==> images/m2.png <==
Scale: 1 px per µm.
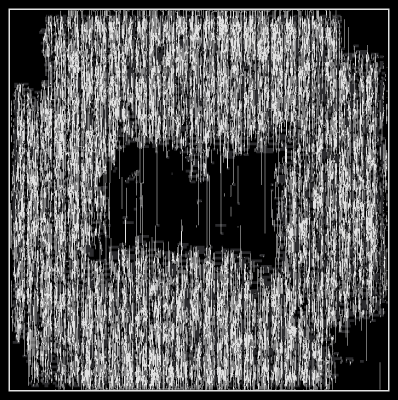
==> images/m3.png <==
Scale: 1 px per µm.
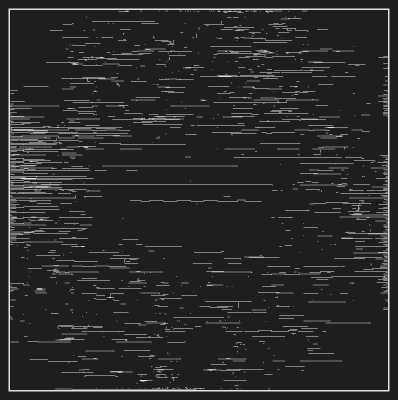
==> images/congestion_map.png <==
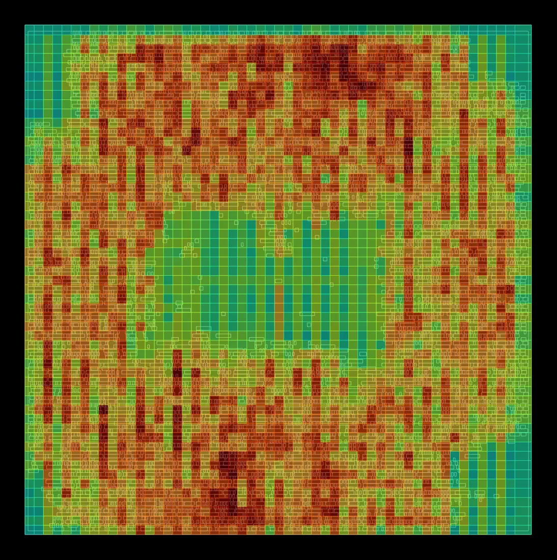
==> config.mk <==
export PLATFORM = sky130hd
export DESIGN_NAME = ltcwin
export DESIGN_NICKNAME = d
export VERILOG_FILES = /design/src/rtl/ltcwin.sv
export SDC_FILE = /design/constraint.sdc
export NUM_CORES = 2
export LEC_CHECK = 0
export ABC_AREA = 1
export CELL_PAD_IN_SITES_DETAIL_PLACEMENT = 1
export CELL_PAD_IN_SITES_GLOBAL_PLACEMENT = 1
export CORE_AREA = 2 2 376 378
export CTS_BUF_LIST = sky130_fd_sc_hd__clkbuf_8
export CTS_CLUSTER_SIZE = 20
export DETAILED_ROUTE_END_ITERATION = 7
export DIE_AREA = 0 0 378 380
export PLACE_DENSITY = 0.87
export REMOVE_ABC_BUFFERS = 1
export SYNTH_ARGS = -nofsm -noshare
export SYNTH_HDL_FRONTEND = slang
export SYNTH_SLANG_ARGS = --single-unit
==> constraint.sdc <==
create_clock -name clk -period 34.9 [get_ports clk]
set_clock_uncertainty 0.15 [all_clocks]
set_input_delay 10.47 -clock clk [delete_from_list [all_inputs] [get_ports clk]]
set_output_delay 10.47 -clock clk [all_outputs]
set_load 0.02 [all_outputs]
==> qor.yml <==
status: "completed"
largest_class: "sequential cells"
comb_area_frac: 0.202
relSlewSlack: 0.174
grt_max_degree: 201
route.detailed.drc: 0
htreeDepth: 5
drv_slew: 0
cp_max_fo: 3
first_pass_iters: 7
logic_gates: 3556
p_leak_nw: 31.4
finalCritPeriodShare: 0.647
timing.hold.ws_ns: 0.273
seq-power_mw: 2.07
inv_count: 1104
p_clk_frac: 0.435
port-buffer-count: 653
clk_share: 0.0685
layout.area.seq_um2: 42700
most_common_cell: "nand2_1"
fillers: 15500
-- m2.png (at the start) --
6555 nets have wire on it. The layer holds 51% of the routed length.
GR Util met2: 0.518
WL final: 213000 µm

-- m3.png (at the start) --
632 nets have wire on it. The layer carries 13900 µm of wire. The layer holds 6.5% of the routed length. The longest straight run is 232 µm.
DR vias: 49600
M3 GR Usage: 0.0633

-- congestion_map.png (at the start) --
fin util: 0.554
Total Routing Usage GR: 0.292

-- cell families after synthesis --
kind of cell / Yosys count / share of synthesized area
simple gates: 2952 / 0.194
flops: 1619 / 0.667
xor+xnor: 2 / 0.000274
compound gates: 595 / 0.0466
fa+ha+maj: 7 / 0.00137
buf+inv: 1471 / 0.0900
-- layer usage --
metal	track usage	up-vias
met5	0	-
met4	0.163	0
li1	-	22200
met3	0.0633	646
met2	0.518	1882
met1	0.323	24900
-- per-stage QoR --
stage	instance area [µm²]	cells	setup WS [ns]
6_report	77100	9366	12.31
5_1_grt	77100	9366	12.23
4_1_cts	77100	9365	12.31
3_5_place_dp	71800	8869	12.32
3_3_place_gp	71800	8869	12.31
2_1_floorplan	62300	6279	6.07
